## config.mk

```make
export PLATFORM = sky130hd
export DESIGN_NAME = mem_port_arbiter
export DESIGN_NICKNAME = d
export VERILOG_FILES = /design/src/rtl/mem_port_arbiter_pkg.sv /design/src/rtl/mem_port_arbiter_rr_arb2.sv /design/src/rtl/mem_port_arbiter.sv
export SDC_FILE = /design/constraint.sdc
export NUM_CORES = 1
export LEC_CHECK = 0
export ABC_CLOCK_PERIOD_IN_PS = 6000
export CAP_MARGIN = 20
export CORE_MARGIN = 2
export CORE_UTILIZATION = 30
export CTS_CLUSTER_DIAMETER = 30
export DETAILED_ROUTE_END_ITERATION = 7
export SLEW_MARGIN = 20
export SYNTH_ARGS = -nofsm -noshare
export SYNTH_HDL_FRONTEND = slang
export SYNTH_SLANG_ARGS = --single-unit
```

## constraint.sdc

```tcl
create_clock -name clock -period 6 [get_ports clock]
set_clock_uncertainty 0.05 [all_clocks]
set_input_delay 0.9 -clock clock [delete_from_list [all_inputs] [get_ports clock]]
set_output_delay 0.9 -clock clock [all_outputs]
set_load 0.02 [all_outputs]
```

## src/rtl/mem_port_arbiter_pkg.sv

```systemverilog
`default_nettype none
// ============================================================================
// Module   : mem_arb_pkg
// Purpose  : Shared types, encodings and defaults for the mainMem port arbiter.
// Revision : 1.0 - initial release
// ============================================================================
package mem_arb_pkg;

    localparam logic [31:0] MEM_BASE_DEFAULT  = 32'h8002_0000;
    localparam int unsigned MEM_WORDS_DEFAULT = 262144;

    localparam logic [0:1] ACC_1W  = 2'b00;
    localparam logic [0:1] ACC_4W  = 2'b01;
    localparam logic [0:1] ACC_8W  = 2'b10;
    localparam logic [0:1] ACC_16W = 2'b11;

    localparam logic IF = 1'b0;
    localparam logic D  = 1'b1;

    typedef enum logic [1:0] {
        IDLE  = 2'd0,
        ISSUE = 2'd1,
        RD    = 2'd2
    } state_t;

    function automatic logic [0:4] burst_len(input logic [0:1] acc_size);
        logic [0:4] len;
        case (acc_size)
            ACC_1W:  len = 5'd1;
            ACC_4W:  len = 5'd4;
            ACC_8W:  len = 5'd8;
            default: len = 5'd16;
        endcase
        return len;
    endfunction

endpackage
`default_nettype wire

```

## src/rtl/mem_port_arbiter_rr_arb2.sv

```systemverilog
`default_nettype none
// ============================================================================
// Module   : rr_arb2
// Purpose  : Two-requester round-robin arbiter; pointer remembers the last winner.
// Revision : 1.0 - initial release
// ============================================================================
module rr_arb2
    import mem_arb_pkg::*;
(
    input  logic       clk,
    input  logic       rst_n,
    input  logic [0:1] i_req,
    input  logic       i_advance,
    output logic [0:1] o_grant,
    output logic       o_pointer
);

    logic r_last;

    // The requester that did not win last time gets priority on a tie.
    always_comb begin
        o_grant = 2'b00;
        if (r_last == D) begin
            o_grant[0] = i_req[0];
            o_grant[1] = i_req[1] & ~i_req[0];
        end else begin
            o_grant[1] = i_req[1];
            o_grant[0] = i_req[0] & ~i_req[1];
        end
    end

    always_ff @(posedge clk or negedge rst_n) begin
        if (!rst_n) begin
            r_last <= D;
        end else if (i_advance && (|o_grant)) begin
            r_last <= o_grant[1];
        end
    end

    assign o_pointer = r_last;

endmodule
`default_nettype wire

```

## src/rtl/mem_port_arbiter.sv

```systemverilog
`default_nettype none
// ============================================================================
// Module   : mem_port_arbiter
// Purpose  : Shares mainMem between IF and D requesters; issues writes and read bursts.
// Revision : 1.0 - initial release
// ============================================================================
module mem_port_arbiter
    import mem_arb_pkg::*;
#(
    parameter logic [31:0] MEM_BASE  = MEM_BASE_DEFAULT,
    parameter int unsigned MEM_WORDS = MEM_WORDS_DEFAULT
) (
    input  logic        clock,
    input  logic        reset_n,
    input  logic        if_req,
    input  logic [0:31] if_addr,
    input  logic [0:1]  if_acc_size,
    output logic        if_gnt,
    output logic        if_rvalid,
    output logic        if_err,
    input  logic        d_req,
    input  logic        d_wren,
    input  logic [0:31] d_addr,
    input  logic [0:1]  d_acc_size,
    input  logic [0:31] d_wdata,
    output logic        d_gnt,
    output logic        d_rvalid,
    output logic        d_err,
    output logic [0:31] rsp_data,
    output logic [0:31] mem_addr,
    output logic [0:31] mem_data_in,
    output logic [0:1]  mem_acc_size,
    output logic        mem_wren,
    output logic        mem_enable,
    input  logic [0:31] mem_data_out,
    input  logic        mem_busy
);

    localparam logic [32:0] c_mem_last = {1'b0, MEM_BASE} + 33'(MEM_WORDS) * 33'd4 - 33'd4;

    state_t      r_state;
    logic [0:4]  r_cnt;
    logic        r_if_gnt, r_d_gnt, r_if_err, r_d_err;
    logic        r_mem_enable, r_mem_wren;
    logic [0:31] r_mem_addr, r_mem_data_in;
    logic [0:1]  r_mem_acc_size;

    logic [0:1]  w_req, w_grant;
    logic        w_ptr, w_sel_d, w_wr, w_arb, w_addr_ok, w_issue;
    logic [0:31] w_addr;
    logic [0:1]  w_size;
    logic [0:4]  w_len;
    logic [0:32] w_last;

    assign w_req   = {if_req, d_req};
    // Arbitration pauses for the err cycle so a held req cannot produce a second err.
    assign w_arb   = (r_state == IDLE) && !mem_busy && (|w_req) && !r_if_err && !r_d_err;
    assign w_sel_d = w_grant[1];
    assign w_addr  = w_sel_d ? d_addr : if_addr;
    assign w_wr    = w_sel_d && d_wren;
    assign w_size  = w_wr ? ACC_1W : (w_sel_d ? d_acc_size : if_acc_size);
    assign w_len   = burst_len(w_size);
    assign w_last  = {1'b0, w_addr} + {26'd0, w_len - 5'd1, 2'b00};
    assign w_addr_ok = (w_addr[30:31] == 2'b00) && (w_addr >= MEM_BASE) && (w_last <= c_mem_last);
    assign w_issue = w_arb && w_addr_ok;

    rr_arb2 u_rr_arb2 (
        .clk       (clock),
        .rst_n     (reset_n),
        .i_req     (w_req),
        .i_advance (w_issue),
        .o_grant   (w_grant),
        .o_pointer (w_ptr)
    );

    always_ff @(posedge clock or negedge reset_n) begin
        if (!reset_n) begin
            r_state        <= IDLE;
            r_cnt          <= 5'd0;
            r_if_gnt       <= 1'b0;
            r_d_gnt        <= 1'b0;
            r_if_err       <= 1'b0;
            r_d_err        <= 1'b0;
            r_mem_enable   <= 1'b0;
            r_mem_wren     <= 1'b0;
            r_mem_addr     <= 32'd0;
            r_mem_data_in  <= 32'd0;
            r_mem_acc_size <= ACC_1W;
        end else begin
            r_if_gnt <= 1'b0;
            r_d_gnt  <= 1'b0;
            r_if_err <= 1'b0;
            r_d_err  <= 1'b0;
            case (r_state)
                IDLE: begin
                    if (w_issue) begin
                        r_state        <= ISSUE;
                        r_if_gnt       <= ~w_sel_d;
                        r_d_gnt        <= w_sel_d;
                        r_mem_enable   <= 1'b1;
                        r_mem_wren     <= w_wr;
                        r_mem_addr     <= w_addr;
                        r_mem_acc_size <= w_size;
                        r_mem_data_in  <= w_wr ? d_wdata : 32'd0;
                    end else if (w_arb) begin
                        r_if_err <= ~w_sel_d;
                        r_d_err  <= w_sel_d;
                    end
                end
                ISSUE: begin
                    if (r_mem_wren) begin
                        r_state      <= IDLE;
                        r_mem_enable <= 1'b0;
                        r_mem_wren   <= 1'b0;
                    end else begin
                        r_state <= RD;
                        r_cnt   <= burst_len(r_mem_acc_size);
                    end
                end
                RD: begin
                    if (!mem_busy) begin
                        r_cnt <= r_cnt - 5'd1;
                        if (r_cnt == 5'd1) begin
                            r_state      <= IDLE;
                            r_mem_enable <= 1'b0;
                        end
                    end
                end
                default: r_state <= IDLE;
            endcase
        end
    end

    // After a grant the round-robin pointer names the burst owner.
    assign if_rvalid    = (r_state == RD) && !mem_busy && (w_ptr == IF);
    assign d_rvalid     = (r_state == RD) && !mem_busy && (w_ptr == D);
    assign rsp_data     = mem_data_out;
    assign if_gnt       = r_if_gnt;
    assign d_gnt        = r_d_gnt;
    assign if_err       = r_if_err;
    assign d_err        = r_d_err;
    assign mem_enable   = r_mem_enable;
    assign mem_wren     = r_mem_wren;
    assign mem_addr     = r_mem_addr;
    assign mem_data_in  = r_mem_data_in;
    assign mem_acc_size = r_mem_acc_size;

endmodule
`default_nettype wire

```

### Placement density heat map, run 1

The bar under the picture is 50 um long. The die is cut into 13 by 13 equal tiles; white is low, dark blue is high, 0 to 100% covered.
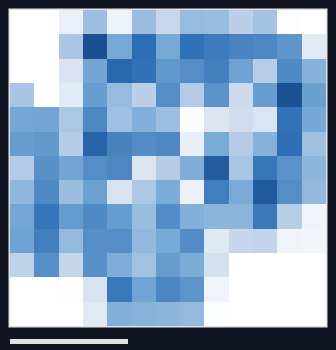
The fullest tile reaches 88%. The emptiest ninth of the die: bottom right. 4.1% of the tiles are over 75% full. 17% of the tiles are nearly empty. The mean over all tiles is 39%.
fp util: 30.61%
Core Area: 16580 um^2
Final Util: 43.42%

### Power grid, run 1

The bar under the picture is 50 um long. Pins as bars on the die edge. Tap cells in gray.
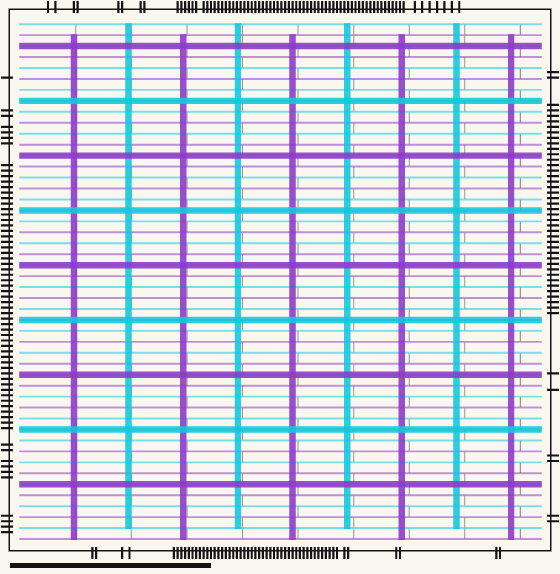
VSS: drawn in purple. VDD: drawn in cyan.
9 straps on met5. 9 straps on met4. 244 signal pins sit on the boundary. 48 met1 rails follow the rows. The core has 47 rows.
die width: 134.1 um
Die Y: 134.1 um
VDD IR max: 0.0001948 V

### Cell outlines without signal wires, run 1

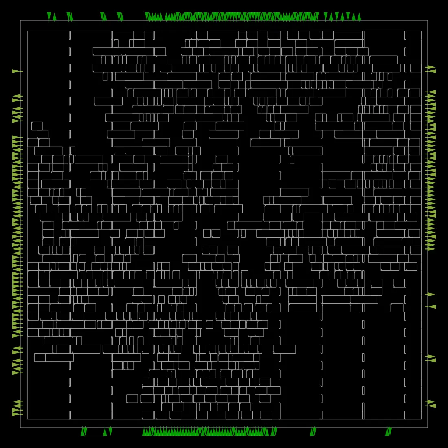
fill count: 1644
registers: 80
# rows: 47

==> flow_summary.yaml, run 1 <==
# synthesis and place-and-route metrics
status:
  status: "complete, no violations"
logic_synthesis:
  syn-cell-area_um2: 5076
  common_cells: "nand2_1 (98), dfrtp_1 (79), nor2_1 (73)"
  yosys_warnings: 0
  ys_cells: 611
  avgSynthCellArea_um2: 8.308
  fp_nets: 760
final_layout:
  clk_share_pct: 4.570
  num-nonclk-inverters: 15
  syn_to_final_growth_pct: 41.85
  logic_gate_count: 456
  clkbuf_count: 9
  design_area_um2: 7201
  fin_nets: 901
  mi_logic_area_um2: 2649
detailed_routing:
  ant_nets: 0
  wl_per_cell_um: 16.83
  via_count: 5041
  viasPerCell: 5.160
  wl_met3_mm: 1.129
  wl_met1_mm: 6.971
clock_tree:
  cts_tree: "built"
  numCtsBuffers: 9
  worstSkewPairLatency_ns: 0.34
grt:
  grt_max_degree: 81
  grt_use_met1_pct: 22.40
  grt_util_met3_pct: 4.611
power_and_ir_drop:
  leakagePower_uw: 0.003097
  pwr-share-seq_pct: 33.0
  power_leader: "combinational logic"
  p_int_uw: 1600
final_timing:
  maxSlewViolCount: 0
  whs_ns: 0.4178
  min_period_ns: 5.394
  finalSetupViolations: 0
critical_path:
  reg2reg_to: "mem_addr[14]$_DFFE_PN0P_"
  crit_start: "if_req"
hold_path:
  min_to: "mem_data_in[11]$_DFFE_PN0P_"
placement:
  pre_cts_ws_ns: 0.2322
-- run 1: critical path, stage by stage --
cell	delay, ns
clkdlybuf4s50_1	0.49
a21bo_2	0.30
nor3b_1	0.22
a21oi_1	0.10
nand2_1	0.13
ha_1	0.18
inv_1	0.05
fa_1	0.39
nand3b_1	0.21
nand2_1	0.18
nand4_1	0.15
a21oi_1	0.22
mux2_2	0.35
a2111o_1	0.46
nor4_1	0.42
or2_2	0.30
buf_4	0.32
nor2_1	0.08
a31oi_1	0.14
-- run 1: kinds of logic after synthesis --
family          Yosys count  synth area share (%)
compound gates          107                 13.75
xor+xnor                 14                 2.416
fa+ha+maj                11                 2.859
buf+inv                  75                 8.775
simple gates            296                 27.01
flops                    80                 39.46
mux                      28                 5.719
==> inputs of run 2 (changes only) <==
- PLACE_DENSITY_LB_ADDON: unset -> 0.3
### Power grid, run 2

The bar under the picture is 50 um long. Pins as bars on the die edge. Tap cells in gray.
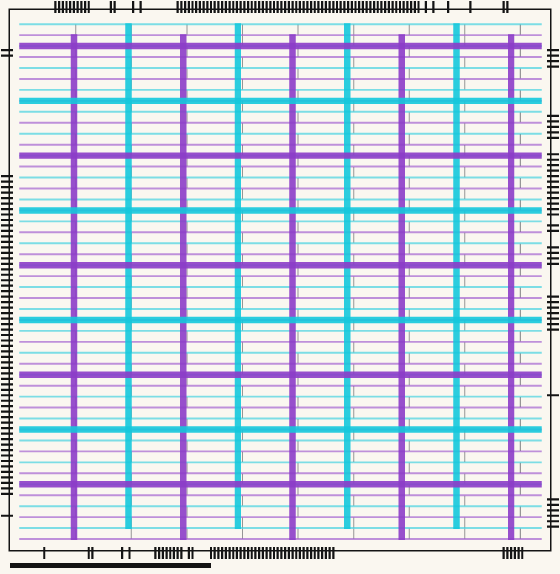
VSS: drawn in purple. VDD: drawn in cyan.
48 met1 rails follow the rows. 9 straps on met4. 244 signal pins sit on the boundary. 220 tap cells.
VDD IR max: 0.0001636 V

### Cell outlines without signal wires, run 2

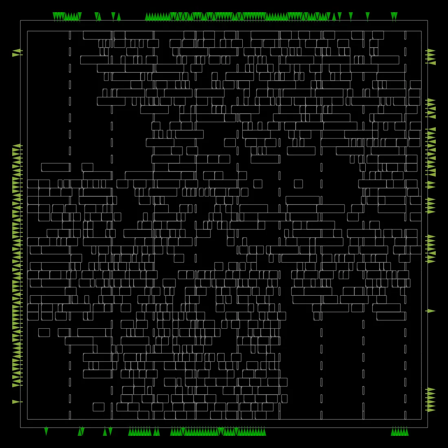
post-route insts no fill: 982
flop share of the area: 27.70%
well tap count: 220
Final Util: 43.60%
fill count: 1654

==> run 2 against run 1 <==
Effect of this change: via count decreased by 2.3%; sequential cell count unchanged; die size unchanged; sequential power about the same; worst setup slack got worse by 0.045 ns; maximum frequency decreased by 0.83%; critical path type unchanged; count of clock-buffer cells in the layout unchanged; synthesized area unchanged; largest power group unchanged; critical path depth decreased by 1; non-clock buffer count increased by 5; register-to-register slack improved by 0.02 ns; first-iteration DRC count decreased by 8.5%.
==> flow_summary.yaml, run 2 <==
# synthesis and place-and-route metrics
status:
  status: "complete, no violations"
logic_synthesis:
  avgSynthCellArea_um2: 8.308
  fp_nets: 760
  ys_cells: 611
  largest_area_cell: "dfrtp_1"
  edf_count: 0
  syn-cell-area_um2: 5076
  syn_inst: 611
detailed_routing:
  top_layer: "met4"
  ant_nets: 0
  wl_met1_mm: 7.009
  wl_met3_um: 928
  drtIter0Drc: 290
  wl_per_cell_um: 16.26
  via_count: 4925
final_timing:
  min_period_ns: 5.440
  finalSetupViolations: 0
  tightest_slew_ns: 0.8361
  maxSlewViolCount: 0
  rsz0062_at_grt: "false"
  whs_ns: 0.3696
final_layout:
  fin_nets: 906
  num-nonclk-inverters: 15
  design_area_um2: 7231
  nFlopsAndLatches: 80
  clk_share_pct: 4.516
  mi_logic_area_um2: 2648
  logic_gate_count: 456
  clkbuf_count: 9
  syn_to_final_growth_pct: 42.45
hold_path:
  hold_path_class: "primary input to async pin"
grt:
  grt_util_met3_pct: 3.590
  grt_use_met1_pct: 23.18
  grt_max_degree: 62
power_and_ir_drop:
  power_leader: "combinational logic"
  p_int_uw: 1603
  p_sw_uw: 937.6
  pwr-share-seq_pct: 33.1
clock_tree:
  post_cts_buffers: 0
  numCtsBuffers: 9
  cts_tree: "built"
  worstSkewPairLatency_ns: 0.34
floorplan:
  rows: 47
  core-area_um2: 16580
  fp.dieW_um: 134.1
  fp_util_pct: 30.61
critical_path:
  crit_family: "simple AND/OR/NAND/NOR gates"
  reg2reg_to: "mem_addr[26]$_DFFE_PN0P_"
  cpMaxStageDelayCell: "clkdlybuf4s50_1"
  crit_buf_inv: 3
  worstPathCellList: "clkdlybuf4s50_1 > a21bo_2 > nor3b_1 > a21oi_1 > nand2_1 > ha_1 > inv_1 > fa_1 > nand3b_1 > nand2_1 > nand4_1 > a21oi_1 > mux2_2 > a2111o_1 > nor4_1 > or2_2 > buf_12 > mux2_1"
  slowest_delay_ns: 0.49
placement:
  pre_cts_ws_ns: 0.1895
## run 2: cell counts after synthesis
No cell type changed its count.
## run 2: worst max-delay path by stage
stage / to / slack [ns] / start / cells after the start
after floorplan: mem_addr[26]$_DFFE_PN0P_ / 0.31 / d_req / 21
after global placement: mem_addr[26]$_DFFE_PN0P_ / 0.28 / if_req / 18
after detailed placement: mem_addr[26]$_DFFE_PN0P_ / 0.19 / d_req / 18
after CTS: mem_addr[26]$_DFFE_PN0P_ / 0.54 / d_req / 18
after global routing: mem_addr[26]$_DFFE_PN0P_ / 0.16 / d_req / 18
final: mem_addr[26]$_DFFE_PN0P_ / 0.56 / d_req / 18
## run 2: logic make-up after synthesis
family / synth area share [%]
fa+ha+maj: 2.859
flops: 39.46
mux: 5.719
xor+xnor: 2.416
buf+inv: 8.775
simple gates: 27.01
compound gates: 13.75
Power figures rest on the tool's default switching activity, not on a simulated workload.
